==> src/rtl/dynamic_scan_timer_pkg.sv <==
// Shared definitions for the multiplexed-display scan timer: sequencer state
// encodings and the width helper used to size the slot and digit counters.
package dynamic_scan_timer_pkg;

    typedef enum logic [1:0] {
        ST_IDLE  = 2'd0,
        ST_BLANK = 2'd1,
        ST_DRIVE = 2'd2
    } scan_state_t;

    // Bits needed to hold 0..value-1; never less than one bit.
    function automatic int clog2_f(input int value);
        int w;
        w = 1;
        for (int i = 1; i < 31; i++) begin
            if ((1 << i) < value) begin
                w = i + 1;
            end
        end
        return w;
    endfunction

endpackage

==> src/rtl/dynamic_scan_timer_scan_prescaler.sv <==
// Free-running 0..DIV-1 counter that freezes while EN is low and emits a
// registered one-cycle CE on the edge where it wraps back to zero.
module scan_prescaler
    import dynamic_scan_timer_pkg::*;
#(
    parameter int DIV = 20000
) (
    input  logic                     CLK,
    input  logic                     RST,
    input  logic                     EN,
    output logic [clog2_f(DIV)-1:0]  Q,
    output logic                     CE
);

    localparam int             QW     = clog2_f(DIV);
    localparam logic [QW-1:0]  Q_LAST = QW'(DIV - 1);

    if (DIV < 2) begin : g_chk_div
        $error("scan_prescaler: DIV must be at least 2");
    end

    logic wrap;

    assign wrap = EN && (Q == Q_LAST);

    always_ff @(posedge CLK) begin
        if (RST) begin
            Q  <= '0;
            CE <= 1'b0;
        end else begin
            CE <= wrap;
            if (wrap) begin
                Q <= '0;
            end else if (EN) begin
                Q <= Q + QW'(1);
            end
        end
    end

endmodule

==> src/rtl/dynamic_scan_timer.sv <==
// Scan-timing generator for multiplexed 7-segment displays: steps through
// DIGITS anode slots of DIV cycles each, blanking the first BLANK cycles.
//
//   state    | meaning
//   ST_IDLE  | EN low: counters frozen, all anodes off
//   ST_BLANK | inside the anti-ghosting window at the start of a slot
//   ST_DRIVE | current digit's anode enabled
module dynamic_scan_timer
    import dynamic_scan_timer_pkg::*;
#(
    parameter int DIV    = 20000,
    parameter int DIGITS = 4,
    parameter int BLANK  = 2000
) (
    input  logic                        CLK,
    input  logic                        RST,
    input  logic                        EN,
    output logic                        CE_OUT,
    output logic [clog2_f(DIGITS)-1:0]  DIGIT_IDX,
    output logic [DIGITS-1:0]           DIGIT_SEL,
    output logic                        BLANK_OUT,
    output logic                        FRAME_END
);

    localparam int             QW       = clog2_f(DIV);
    localparam int             IW       = clog2_f(DIGITS);
    localparam logic [QW-1:0]  Q_LAST   = QW'(DIV - 1);
    localparam logic [IW-1:0]  IDX_LAST = IW'(DIGITS - 1);

    if (DIV < 2) begin : g_chk_div
        $error("dynamic_scan_timer: DIV must be at least 2");
    end
    if (DIGITS < 2) begin : g_chk_digits
        $error("dynamic_scan_timer: DIGITS must be at least 2");
    end
    if (BLANK >= DIV || BLANK < 0) begin : g_chk_blank
        $error("dynamic_scan_timer: BLANK must lie in 0..DIV-1");
    end

    logic [QW-1:0]     q;
    logic [QW-1:0]     q_next;
    logic [IW-1:0]     idx_next;
    logic              wrap;
    logic              in_blank;
    logic [DIGITS-1:0] sel_next;
    scan_state_t       state;
    scan_state_t       state_next;

    scan_prescaler #(.DIV(DIV)) u_prescaler (
        .CLK (CLK),
        .RST (RST),
        .EN  (EN),
        .Q   (q),
        .CE  (CE_OUT)
    );

    // Mirror the prescaler's next count so the FSM and index land on the
    // same edge as its CE pulse.
    always_comb begin
        wrap     = EN && (q == Q_LAST);
        q_next   = q;
        idx_next = DIGIT_IDX;
        if (wrap) begin
            q_next   = '0;
            idx_next = (DIGIT_IDX == IDX_LAST) ? '0 : DIGIT_IDX + IW'(1);
        end else if (EN) begin
            q_next = q + QW'(1);
        end
        in_blank = int'(q_next) < BLANK;
    end

    always_ff @(posedge CLK) begin
        if (RST) begin
            state <= ST_BLANK;
        end else begin
            state <= state_next;
        end
    end

    always_comb begin
        state_next = state;
        case (state)
            ST_IDLE: begin
                if (EN) begin
                    state_next = in_blank ? ST_BLANK : ST_DRIVE;
                end
            end
            ST_BLANK: begin
                if (!EN) begin
                    state_next = ST_IDLE;
                end else if (!in_blank) begin
                    state_next = ST_DRIVE;
                end
            end
            ST_DRIVE: begin
                if (!EN) begin
                    state_next = ST_IDLE;
                end else if (in_blank) begin
                    state_next = ST_BLANK;
                end
            end
            default: state_next = ST_BLANK;
        endcase
        sel_next = '0;
        if (state_next == ST_DRIVE) begin
            sel_next = {{(DIGITS-1){1'b0}}, 1'b1} << idx_next;
        end
    end

    always_ff @(posedge CLK) begin
        if (RST) begin
            DIGIT_IDX <= '0;
            DIGIT_SEL <= '0;
            BLANK_OUT <= 1'b1;
            FRAME_END <= 1'b0;
        end else begin
            DIGIT_IDX <= idx_next;
            DIGIT_SEL <= sel_next;
            BLANK_OUT <= (state_next != ST_DRIVE);
            FRAME_END <= wrap && (DIGIT_IDX == IDX_LAST);
        end
    end

endmodule

==> config.mk <==
export PLATFORM = sky130hd
export DESIGN_NAME = dynamic_scan_timer
export DESIGN_NICKNAME = d
export VERILOG_FILES = /design/src/rtl/dynamic_scan_timer_pkg.sv /design/src/rtl/dynamic_scan_timer_scan_prescaler.sv /design/src/rtl/dynamic_scan_timer.sv
export SDC_FILE = /design/constraint.sdc
export NUM_CORES = 1
export LEC_CHECK = 0
export CORE_MARGIN = 2
export CORE_UTILIZATION = 55
export CTS_CLUSTER_SIZE = 28
export DETAILED_ROUTE_END_ITERATION = 8
export GPL_TIMING_DRIVEN = 1
export PLACE_DENSITY_LB_ADDON = 0.08
export SLEW_MARGIN = 15
export SYNTH_ARGS = -nofsm -noshare
export SYNTH_HDL_FRONTEND = slang
export SYNTH_SLANG_ARGS = --single-unit
==> constraint.sdc <==
create_clock -name CLK -period 2.8 [get_ports CLK]
set_clock_uncertainty 0.1 [all_clocks]
set_input_delay 0.28 -clock CLK [delete_from_list [all_inputs] [get_ports CLK]]
set_output_delay 0.28 -clock CLK [all_outputs]
set_load 0.01 [all_outputs]
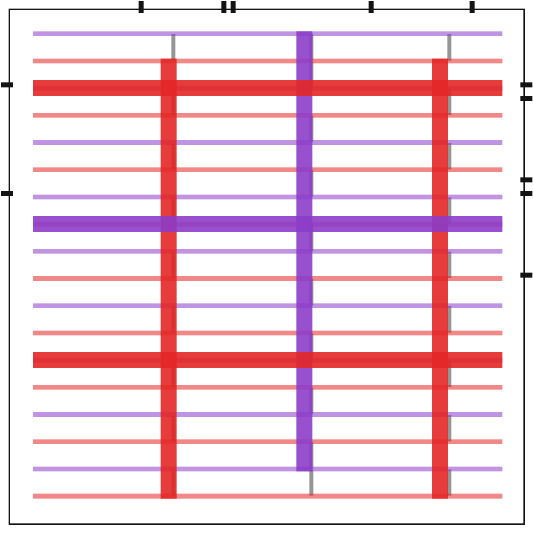
floorplan.png
Drawn at 10 px/micron. Pins as bars on the die edge. Tap cells in grey.
VSS: shown in red. VDD: shown in purple.
3 straps on met4. 3 straps on met5. 18 met1 rails follow the rows. The core has 17 rows.
Die Span Y: 51.3 microns
IR drop worst, VDD: 0.000293 V
core area: 2170 sq um
Die W: 51.3 microns

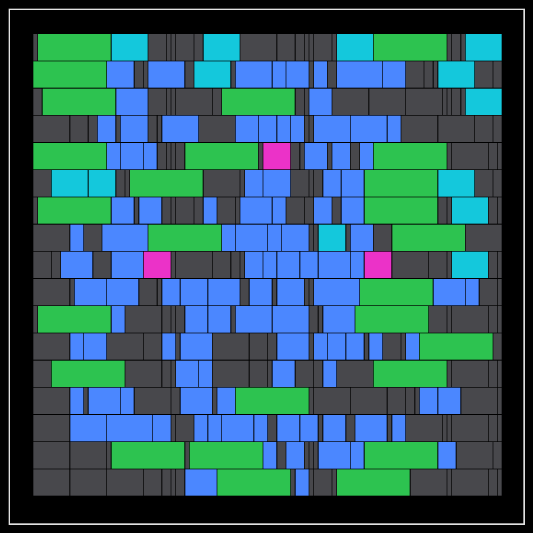
class_map.png
Drawn at 10 px/micron. Fill, decap, tap and diode cells in grey.
clock-net drivers: shown in magenta, cells 3, share of their area 1.7%. remaining logic cells: shown in blue, cells 108, share of their area 51%. remaining buffers and delay cells: shown in cyan, cells 13, share of their area 9.3%. registers: shown in green, cells 26, share of their area 39%.
fraction of area in registers: 37.6%
Final Cell Area: 1390 sq um
std cell rows: 17

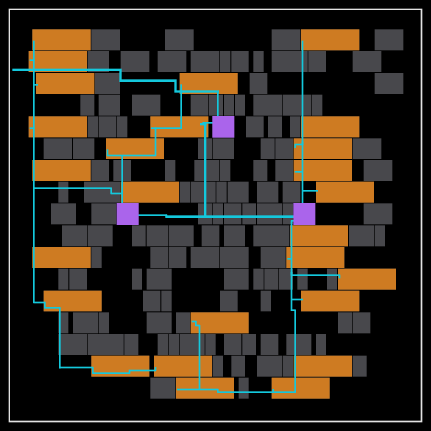
clock_wires.png
Drawn at 8 px/micron.
flip-flops: shown in orange, count 26. clock wires: shown in cyan, length 249 microns. clock-net drivers: shown in purple, count 3.
There are 4 routed clock nets. Position of the flops: widely spread.
clock network power share: 26.9%
clk_lat worst skew: 0.31 ns
clock network power: 0.147 mW

==> results.yml <==
# synthesis and place-and-route metrics
pwr:
  leakagePower_nw: 0.537
  power_density_nw_per_um2: 395
critical_path:
  crit_slowest_cell: "or4_1"
  cp_data_required_time_ns: 2.89
  path_class: "reg -> reg"
  cp_cell_sequence: "ha_1 -> nand4_1 -> or4_1 -> nand2b_1 -> nor2_1"
  path_max_fanout: 12
  start_kind: "flop"
  cp_slowest_stage_delay_ns: 0.68
  worst-path-buf-inv: 0
  cp.arrival_ns: 2.46
  crit_family: "simple AND/OR/NAND/NOR gates"
  endpoint_kind: "flop"
synth:
  postSynthCellCount: 139
  yosys_warnings: 0
  postSynth.topFlopCell: "dfxtp_1"
  ys_area_sq_um: 1230
  synth_nets: 144
  ys_seq_share_pct: 42.2
  ys_ff: 26
  synth_area_sq_um: 1230
  yosysCellCount: 139
  async_flop_share_pct: 0
  synth_cell_type_count: 43
  edf_count: 0
  syn-mean-instance-area_sq_um: 8.87
timing:
  fmax_ghz: 0.423
  setup_violations: 0
  finalHoldViolations: 0
  layout_min_cycle_time_ns: 2.36
  worst_pin_slew_ns: 0.636
  slew_viol_final: 0
  slew_headroom_pct: 57.3
  fin_crit_sh_pct: 84.4
  tns_ns: 0
  grt_setup_unrepaired: "no"
global_route:
  gr-usage-all-layers_pct: 20.2
  grt_pass1_wl_mm: 4.02
  grt_pass1_vias: 918
  antenna_found_initial: 0
  grt_max_degree: 14
  overflow: 0
place:
  dp_hpwl_mm: 1.78
  portBuffers: 11
  gp_congestion: 0.853
clock_tree:
  htree_num_levels: 1
  cts.clk_slew.worst_paths_ns: 0.12
  cts_resized: 0
  clock-sinks: 26
  cts_buffers: 3
  cts_tree: "done"
  cts.path.max_buffers: 2
  ctsHoldBuffers: 0
  cts_root_buf: "clkbuf_4"
  cts_setup_buffers: 0
drt:
  routed_wl_mm: 2.36
  wl_per_cell_microns: 13.3
  ant_nets: 0
  dr_total_vias: 1022
  drt_iter0_drc: 25
  viasPerCell: 5.74
  drcViolationCount: 0
  first_pass_iters: 4
floorplanning:
  die_area_sq_um: 2640
  pin_count: 12
  initCoreUtil_pct: 56.8
flow_run:
  maxCapViolCount: 0
  tool_warnings: 26
hold_path:
  hold_class: "reg -> reg"
status:
  outcome: "finished, final reports clean"
finish:
  nets: 157
  final_layout_size_suffix_gt1_share_pct: 6.00
  layout_top_cells: "dfxtp_1, nor2_1, clkdlybuf4s50_1"
  antenna_cells: 0
  final_core_util_pct: 63.8
  mostFrequentLayoutCell: "dfxtp_1"
  areaGrowthSynthToFinish_pct: 12.4
## metal layers
metal | vias to the layer above | global-route usage, % | routed length (microns)
met3 | 2 | 5.26 | 96
met2 | 20 | 35.3 | 1130
met5 | - | 0 | 0
li1 | 527 | - | -
met4 | 0 | 5.26 | 11
met1 | 473 | 24.6 | 1120
## power by group
group | total, mW | internal [mW] | switching [mW]
Sequential | 0.378 | 0.374 | 0.00445
Clock | 0.147 | 0.0503 | 0.0967
Combinational | 0.0220 | 0.00954 | 0.0125
## synth_stat cells, drive strengths merged, types with 2 or more instances
| cell | number | area, sq um |
|---|---|---|
| a21oi | 4 | 20.0 |
| a31oi | 2 | 12.5 |
| and2 | 2 | 12.5 |
| and3 | 3 | 18.8 |
| buf | 4 | 25.0 |
| dfxtp | 26 | 521 |
| ha | 2 | 25.0 |
| inv | 2 | 7.51 |
| mux2i | 2 | 20.0 |
| nand2 | 9 | 33.8 |
| nand3 | 5 | 25.0 |
| nand4 | 5 | 37.5 |
| nor2 | 22 | 82.6 |
| nor2b | 3 | 18.8 |
| nor3 | 4 | 25.0 |
| nor4 | 3 | 25.0 |
| o21ai | 5 | 25.0 |
| o311a | 2 | 20.0 |
| o31ai | 2 | 15.0 |
| or3 | 2 | 12.5 |
| or4 | 2 | 15.0 |
| xnor2 | 8 | 70.1 |
| xor2 | 6 | 52.6 |
## cell families after synthesis
logic type                 count (synthesis)  share of synthesized area, %
xor gates and xnor gates                  14                          9.95
adders and majority gates                  2                          2.03
AOI/OAI and AO/OA                         24                          13.7
buffers and inverters                      7                          3.05
and+or+nand+nor                           64                          27.4
DFF                                       26                          42.2
muxes                                      2                          1.62
## sequential cells by signal (all words and copies together), names as in the netlist
signal,count
BLANK_OUT,1
DIGIT_IDX,2
u_prescaler.CE,1
state,2
DIGIT_SEL,4
FRAME_END,1
u_prescaler.Q,15
## stage by stage
step | power (mW) | area, sq um | worst slack [ns] | cells | hold slack [ns]
final | 0.547 | 1390 | 0.437 | 178 | 0.388
after global routing | 0.572 | 1390 | 0.273 | 178 | 0.405
after CTS | 0.558 | 1390 | 0.421 | 178 | 0.391
after detailed placement | 0.409 | 1360 | 0.267 | 175 | 0.358
after global placement | 0.408 | 1360 | 0.320 | 175 | 0.356
after floorplan | 0.401 | 1230 | 0.749 | 139 | 0.249
## final cells by class
cell class              count  area (sq um)
clock buffers               3          22.5
fillers                   186           785
inverters                   2          7.51
multi-input cells         106           674
flip-flops and latches     26           520
well taps                  28          35.0
repair buffers             13           125
## worst register-to-register path, delay by kind of cell, from the launching register on
| kind | cells | cell delay [ns] |
|---|---|---|
| flip-flops | 1 | 0.43 |
| adder cells (fa/ha/maj) | 1 | 0.29 |
| AND/OR/NAND/NOR | 4 | 1.41 |
## final timing paths
| check | start | slack [ns] | cells after the start | end |
|---|---|---|---|---|
| max | u_prescaler.Q[0] | 0.44 | 5 | u_prescaler.Q[7] |
| min | state[1] | 0.39 | 2 | state[0] |
| max reg2reg | u_prescaler.Q[0] | 0.44 | 5 | u_prescaler.Q[7] |
| min reg2reg | state[1] | 0.39 | 2 | state[0] |
No activity file was given, so power comes from the tool's default toggle rates.
